`config.mk`:
```
export PLATFORM = sky130hd
export DESIGN_NAME = video_timing_gen
export DESIGN_NICKNAME = d
export VERILOG_FILES = /design/src/rtl/video_timing_gen.sv
export SDC_FILE = /design/constraint.sdc
export NUM_CORES = 1
export LEC_CHECK = 0
export CAP_MARGIN = 30
export CORE_MARGIN = 2
export CORE_UTILIZATION = 47
export CTS_CLUSTER_SIZE = 30
export DETAILED_ROUTE_END_ITERATION = 10
export PLACE_DENSITY_LB_ADDON = 0.3
export SLEW_MARGIN = 20
export SYNTH_ARGS = -nofsm -noshare
export SYNTH_HDL_FRONTEND = slang
export SYNTH_SLANG_ARGS = --single-unit
```
`constraint.sdc`:
```
create_clock -name clock -period 1.84 [get_ports clock]
set_clock_uncertainty 0.2 [all_clocks]
set_input_delay 0.368 -clock clock [delete_from_list [all_inputs] [get_ports clock]]
set_output_delay 0.368 -clock clock [all_outputs]
set_load 0.02 [all_outputs]
```
`src/rtl/video_timing_gen.sv`:
```
`default_nettype none
// +----------------------------------------------------------------------------+
// | Module      : video_timing_gen                                             |
// | Description : Free-running raster timing generator for the 1024x768 @60 Hz |
// |               world-map display (65 MHz pixel clock). Produces registered  |
// |               pixel coordinates, horizontal/vertical sync, video_on and a  |
// |               one-clock frame_start pulse at coordinate (0,0).             |
// |               Optional macro DTG_SYNC_DELAY_EN: horiz_sync, vert_sync and  |
// |               video_on are retimed by SYNC_DELAY extra clocks to line up   |
// |               with the map ROM read latency behind the scaler.             |
// | Revision    : 1.0 - initial release                                        |
// +----------------------------------------------------------------------------+
module video_timing_gen #(
   parameter int unsigned H_ACTIVE   = 1024,
   parameter int unsigned H_FRONT    = 24,
   parameter int unsigned H_SYNC     = 136,
   parameter int unsigned H_BACK     = 160,
   parameter int unsigned V_ACTIVE   = 768,
   parameter int unsigned V_FRONT    = 3,
   parameter int unsigned V_SYNC     = 6,
   parameter int unsigned V_BACK     = 29,
   parameter logic        SYNC_POL   = 1'b0,
   parameter int unsigned SYNC_DELAY = 2
) (
   input  logic        clock,
   input  logic        reset,
   output logic [11:0] pixel_column,
   output logic [11:0] pixel_row,
   output logic        horiz_sync,
   output logic        vert_sync,
   output logic        video_on,
   output logic        frame_start
);

   // Raster geometry, all resolved at elaboration. Totals must not exceed 4096
   // so the 12-bit counters can hold every coordinate. Sync windows are held
   // at 13 bits so an end bound of exactly 4096 still compares correctly.
   localparam int unsigned c_h_total    = H_ACTIVE + H_FRONT + H_SYNC + H_BACK;
   localparam int unsigned c_v_total    = V_ACTIVE + V_FRONT + V_SYNC + V_BACK;
   localparam logic [11:0] c_h_last     = 12'(c_h_total - 1);
   localparam logic [11:0] c_v_last     = 12'(c_v_total - 1);
   localparam logic [12:0] c_h_act      = 13'(H_ACTIVE);
   localparam logic [12:0] c_v_act      = 13'(V_ACTIVE);
   localparam logic [12:0] c_hs_start   = 13'(H_ACTIVE + H_FRONT);
   localparam logic [12:0] c_hs_end     = 13'(H_ACTIVE + H_FRONT + H_SYNC);
   localparam logic [12:0] c_vs_start   = 13'(V_ACTIVE + V_FRONT);
   localparam logic [12:0] c_vs_end     = 13'(V_ACTIVE + V_FRONT + V_SYNC);
   localparam logic        c_sync_off   = ~SYNC_POL;

   logic [11:0] h_cnt_q, h_cnt_d;
   logic [11:0] v_cnt_q, v_cnt_d;
   logic [12:0] h_ext, v_ext;

   logic [11:0] col_q, col_d;
   logic [11:0] row_q, row_d;
   logic        hs_q, hs_d;
   logic        vs_q, vs_d;
   logic        von_q, von_d;
   logic        fs_q, fs_d;

   assign h_ext = {1'b0, h_cnt_q};
   assign v_ext = {1'b0, v_cnt_q};

   // Raster counters: horizontal advances every clock, vertical on horizontal wrap.
   always_comb begin
      h_cnt_d = h_cnt_q + 12'd1;
      v_cnt_d = v_cnt_q;
      if (h_cnt_q >= c_h_last) begin
         h_cnt_d = '0;
         if (v_cnt_q >= c_v_last) begin
            v_cnt_d = '0;
         end else begin
            v_cnt_d = v_cnt_q + 12'd1;
         end
      end
   end

   // Decode of the current count; it lands in the output registers on the same
   // edge that advances the counters, so outputs describe the pre-advance count.
   always_comb begin
      col_d = h_cnt_q;
      row_d = v_cnt_q;
      hs_d  = c_sync_off;
      vs_d  = c_sync_off;
      if ((h_ext >= c_hs_start) && (h_ext < c_hs_end)) begin
         hs_d = SYNC_POL;
      end
      if ((v_ext >= c_vs_start) && (v_ext < c_vs_end)) begin
         vs_d = SYNC_POL;
      end
      von_d = (h_ext < c_h_act) && (v_ext < c_v_act);
      fs_d  = (h_cnt_q == 12'd0) && (v_cnt_q == 12'd0);
   end

   // Counter and output registers; reset parks syncs at their inactive level.
   always_ff @(posedge clock or posedge reset) begin
      if (reset) begin
         h_cnt_q <= '0;
         v_cnt_q <= '0;
         col_q   <= '0;
         row_q   <= '0;
         hs_q    <= c_sync_off;
         vs_q    <= c_sync_off;
         von_q   <= 1'b0;
         fs_q    <= 1'b0;
      end else begin
         h_cnt_q <= h_cnt_d;
         v_cnt_q <= v_cnt_d;
         col_q   <= col_d;
         row_q   <= row_d;
         hs_q    <= hs_d;
         vs_q    <= vs_d;
         von_q   <= von_d;
         fs_q    <= fs_d;
      end
   end

   // Coordinates and frame_start are never retimed; the scaler needs them at
   // the raster position itself.
   assign pixel_column = col_q;
   assign pixel_row    = row_q;
   assign frame_start  = fs_q;

`ifdef DTG_SYNC_DELAY_EN
   generate
      if (SYNC_DELAY > 0) begin : g_sync_delay
         logic [SYNC_DELAY-1:0] hs_pipe_q, hs_pipe_d;
         logic [SYNC_DELAY-1:0] vs_pipe_q, vs_pipe_d;
         logic [SYNC_DELAY-1:0] von_pipe_q, von_pipe_d;

         // Shift each retimed signal one stage deeper per clock.
         always_comb begin
            hs_pipe_d     = hs_pipe_q << 1;
            vs_pipe_d     = vs_pipe_q << 1;
            von_pipe_d    = von_pipe_q << 1;
            hs_pipe_d[0]  = hs_q;
            vs_pipe_d[0]  = vs_q;
            von_pipe_d[0] = von_q;
         end

         // Delay stages: syncs reset inactive, video_on resets blanked.
         always_ff @(posedge clock or posedge reset) begin
            if (reset) begin
               hs_pipe_q  <= {SYNC_DELAY{c_sync_off}};
               vs_pipe_q  <= {SYNC_DELAY{c_sync_off}};
               von_pipe_q <= '0;
            end else begin
               hs_pipe_q  <= hs_pipe_d;
               vs_pipe_q  <= vs_pipe_d;
               von_pipe_q <= von_pipe_d;
            end
         end

         assign horiz_sync = hs_pipe_q[SYNC_DELAY-1];
         assign vert_sync  = vs_pipe_q[SYNC_DELAY-1];
         assign video_on   = von_pipe_q[SYNC_DELAY-1];
      end else begin : g_sync_direct
         assign horiz_sync = hs_q;
         assign vert_sync  = vs_q;
         assign video_on   = von_q;
      end
   endgenerate
`else
   // Without the retiming option every output shares the coordinate timing and
   // SYNC_DELAY has no effect.
   assign horiz_sync = hs_q;
   assign vert_sync  = vs_q;
   assign video_on   = von_q;

   generate
      if (SYNC_DELAY != 0) begin : g_sync_delay_ignored
      end
   endgenerate
`endif

endmodule
`default_nettype wire
```
Fig. 1: local utilization
Scale bar: 20 um. The die is cut into 7 by 7 equal tiles; white is low, dark blue is high, 0 to 100% covered.
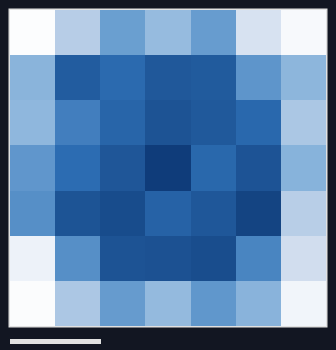
fullest tile: 95%
densest ninth of the die: center
tiles over 75% full: 43%
mean over tiles: 58%
nearly empty tiles: 4.1%

==> results.txt <==
Results of an implementation run.

The number of enable-type register cells in the synthesized netlist is 0. The nature of the critical path startpoint is a register. The flow ran to the end, but the final reports show violations. Per the GRT congestion report, total overflow comes to 0.

The number of setup violations in the final report is 11. The post-route netlist has 29.91% of its cells at a drive strength greater than 1. The area growth from synthesis to layout is 42.53%. After routing, the total negative slack on setup checks comes to -1.259 ns. The share of total power dissipated in combinational logic is 29.8%.

The maximum clock frequency is 501.0 MHz. Tracing the worst setup path back leads to its startpoint at row_d[6]. The number of buffers created by CTS is 5. The leakage power in the latest report is 1.410 nW. The net switching component of the power is 0.8507 mW. Per the OpenROAD floorplan log, the area of the die is 4795 um2.

The OpenROAD report gives the critical path a required time of 1.84 ns. For this design the ratio of total power to cell area is 1002 nW/um2. Buffers inserted to repair hold after CTS numbered 0. The final worst-path cycle share is 108.5%.

The worst setup path is captured at a register. The first global-routing pass estimated 7314 um of wire. Yosys reported a register bit count of 52.

Registers are responsible for 48.5% of the overall power. By startpoint and endpoint, the worst setup path is classified as reg2reg. The root buffer cell is sky130_fd_sc_hd__clkbuf_8.

The maximum fanout along the worst path is 6. The cell taking the most area after synthesis is sky130_fd_sc_hd__dfrtp_1. The met3 wire length is 182 um. At floorplan, the net count of the design was reported as 170. The maximum level of the CTS H-tree is 2. The number of antenna diodes in the final layout is 0. In the synthesized netlist the async set-or-reset flop fraction comes to 100.0%. At the end of routability-driven placement, the weighted congestion stood at 0.8053. The endpoint of the worst-slack reg-to-reg timing path is row_d[7]. Entering global routing, the biggest net connects 53 pins. Per the detail_route log, the uppermost layer with routed signals is met4. The core utilization at floorplan is 49.31%. VDD sags by at most 0.7594 mV.

STA reports a reg2reg setup slack of -0.16 ns. The synthesized area per cell is 12.27 um2. The flow reports that the clock network draws 21.7% of the design power. The number of warnings issued by yosys is 0. The commonest register cell is sky130_fd_sc_hd__dfrtp_1.

The largest buffer count on any clock path is 2. The pre-CTS worst setup slack is -0.1692 ns. The insertion delay to the later sink of the worst-skew pair is 0.31 ns. The cell total in the yosys stat output is 163. The die is 69.25 um wide. The proportion of netlist area held by the largest area contributor is 62.54%. The stage logs contain a warning count of 32.

The final layout contains 240 nets. The final routed wire length divided by cell count is 15.37 um. The via count of the first global-routing pass came to 1,592. The total of fill cells in the finished design is 297.

Yosys reports that the most numerous cell types are 50 x sky130_fd_sc_hd__dfrtp_1, 19 x sky130_fd_sc_hd__nor2_1, 8 x sky130_fd_sc_hd__a22o_1, 7 x sky130_fd_sc_hd__nor2b_1, 7 x sky130_fd_sc_hd__o21ai_1. After synthesis, the netlist uses 38 different library cells. Before antenna repair, the detailed router went through 4 iterations. Summing the sequential cell areas from Yosys gives 65.17% of the chip area.

The internal power summed over all cells is 2.005 mW. Measured along the y axis, the die boundary spans 69.25 um. Setup repair after global routing could not meet its margin everywhere. The placed standard-cell area is 2585 um2. The chip area line in the Yosys stat output reads 2001 um2.

The wire length on met2 is 2222 um. Across all setup checks in the final design, the least slack found is -0.1559 ns. The I/O pin count is 30. The worst register-to-register path has a depth of 5. The max-capacitance violation count is 0.

The area of all placed cells without fillers is 2851 um2. The smallest clock period supported by the final layout is computed as 1.996 ns. The final routed DRC violation total is 0.

The core outline area is 4058 um2. The wire length on met1 is 1843 um. Pins over their slew limit in the final report were tallied at 0. The tree built by TritonCTS fans out to 52 sinks.

The most critical hold endpoint after final layout shows a slack of 0.2152 ns. The critical path data arrival time is 2.00 ns. The floorplan has 23 rows. The wire length recorded after detailed routing is 4364 um.

The total of buffers placed on input and output ports is 29. The routed layout has 1,518 vias. The TritonCTS clock tree is yes.

The checks that failed: negative setup slack. The finished layout reports a core utilization of 70.27%. Per STA, the endpoint of the critical path is row_d[7]. The gate count after technology mapping is 163. The number of antenna violations at the first check in global routing is 0.

The detailed placement HPWL is 2821 um. The final-report hold violation count is 0. The via density per instance is 5.345. The number of antenna-violating nets in the routed design is 0. In this run the cell area of the synthesized design comes to 2001 um2.

The overall global routing resource usage is 19.24%. The post-synthesis cell type with the largest instance count is sky130_fd_sc_hd__dfrtp_1. Per the breakdown, switching nets consume 29.78% of all power. The class of the most critical hold timing path is in2async. For reference, the clock transition at the flip-flops on the worst setup and hold paths is 0.09 ns. The reg-to-reg startpoint is row_d[6]. The number of DRC markers in iteration 0 is 105. Ranked by total cell area, the synthesized netlist is headed by sky130_fd_sc_hd__dfrtp_1 63%, sky130_fd_sc_hd__nor2_1 3.6%, sky130_fd_sc_hd__a22o_1 3.5%, sky130_fd_sc_hd__ha_1 3.1%, sky130_fd_sc_hd__dfstp_2 2.6%.
Fig. 2: logic cells by family
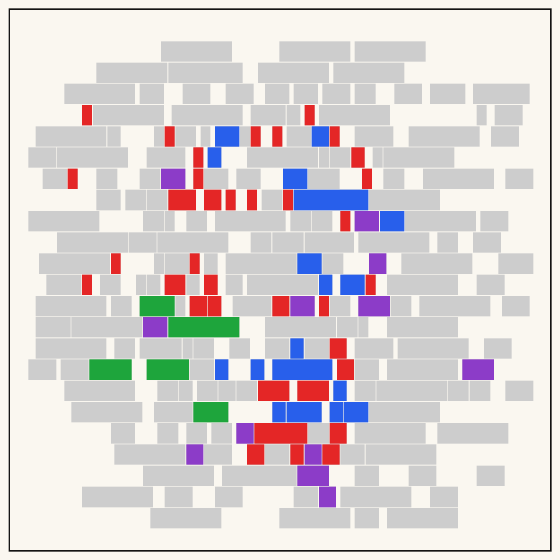
legend:
  purple:
    family: AND and OR gates
    cells: 12
    most_used: and3_1
  red:
    family: NOR gates
    cells: 36
    most_used: nor2_1
  blue:
    family: inverting AOI/OAI gates
    cells: 18
    most_used: o21ai_1
  green:
    family: adder and majority cells
    cells: 5
Comb area share: 27.99%
Commonest Layout Cell: sky130_fd_sc_hd__dfrtp_1

worst min path at each step:
stage                 endpoint  slack (ns)  cells past startpoint
2_1_floorplan  pixel_column[7]        0.15                      0
3_3_place_gp     pixel_row[11]        0.18                      0
3_5_place_dp     pixel_row[10]        0.19                      0
4_1_cts          pixel_row[10]        0.21                      0
5_1_grt          pixel_row[10]        0.23                      0
6_report       pixel_column[4]        0.22                      3
state kept, by name, indices dropped and copies added, names as in the netlist:
register / count
col_d: 12
pixel_column: 12
pixel_row: 12
row_d: 12
frame_start: 1
horiz_sync: 1
vert_sync: 1
video_on: 1
cell usage in the layout (no fill, tap or decap), drive strengths merged, types with 2 or more instances in the layout:
cell / netlist / layout
nor3: 5 / 5
a22o: 8 / 8
clkdlybuf4s50: 0 / 22
and3: 6 / 6
nor2b: 7 / 7
clkbuf: 2 / 7
or2: 2 / 2
a31o: 1 / 2
a41oi: 2 / 2
nor2: 20 / 21
nand2: 4 / 4
o21ai: 9 / 9
buf: 2 / 36
ha: 5 / 5
dfrtp: 50 / 50
inv: 5 / 5
nor3b: 2 / 2
nand3: 6 / 6
xor2: 4 / 4
dfstp: 2 / 2
xnor2: 4 / 4
and2: 3 / 3
dlygate4sd2: 0 / 2
dlymetal6s2s: 0 / 5
logic make-up (layout without fill, tap and decap cells):
kind of cell	count (synthesis)	in the layout	share of synthesized area (%)
simple gates	59	60	15.26
mux	1	1	0.7502
xor+xnor	8	8	3.502
buf+inv	9	78	1.814
fa+ha+maj	5	5	3.127
flops	52	52	65.17
other cells	1	1	0.1874
compound gates	28	29	10.19
timing repair:
item | in CTS | in global routing
pin swaps | 7 | 3
setup endpoints to repair | 13 | 21
hold endpoints to repair | 0 | 0
gates resized | 17 | 15
gates cloned | 3 | 0
buffers inserted | 4 | 1
power groups by stage:
stage	registers (mW)	logic (mW)	clock network, mW
global placement	1.40	0.740	0
finish	1.39	0.850	0.620
global route	1.41	0.919	0.675
floorplan	1.52	0.247	0
CTS	1.38	0.826	0.629
detailed placement	1.40	0.754	0
critical path: stages, from the launching register on:
cell and delay, ns:
sky130_fd_sc_hd__dfrtp_1 0.39, sky130_fd_sc_hd__or3_4 0.42, sky130_fd_sc_hd__o31ai_4 0.26, sky130_fd_sc_hd__a31o_4 0.26, sky130_fd_sc_hd__o21ai_1 0.11, sky130_fd_sc_hd__a22o_1 0.25
layout make-up:
type                    count  area, um2  area share [%]
clock buffers               7      76.32           2.677
clock inverters             1      5.005          0.1755
inverters                   5      18.77          0.6582
multi-input cells         104      798.3           27.99
flip-flops and latches     52       1304           45.72
well taps                  50      62.56           2.194
repair buffers             65      586.8           20.58
routing by layer:
layer | vias to the layer above | GRT usage (%)
li1 | 707 | -
met3 | 11 | 3.779
met2 | 44 | 30.66
met1 | 756 | 24.44
met4 | 0 | 11.33
met5 | - | 0
through the flow:
step | cells | total power, mW
6_report | 284 | 2.856
5_1_grt | 284 | 3.001
4_1_cts | 283 | 2.838
3_5_place_dp | 268 | 2.158
3_3_place_gp | 268 | 2.135
2_1_floorplan | 163 | 1.767
Power and IR drop assume default switching activity.
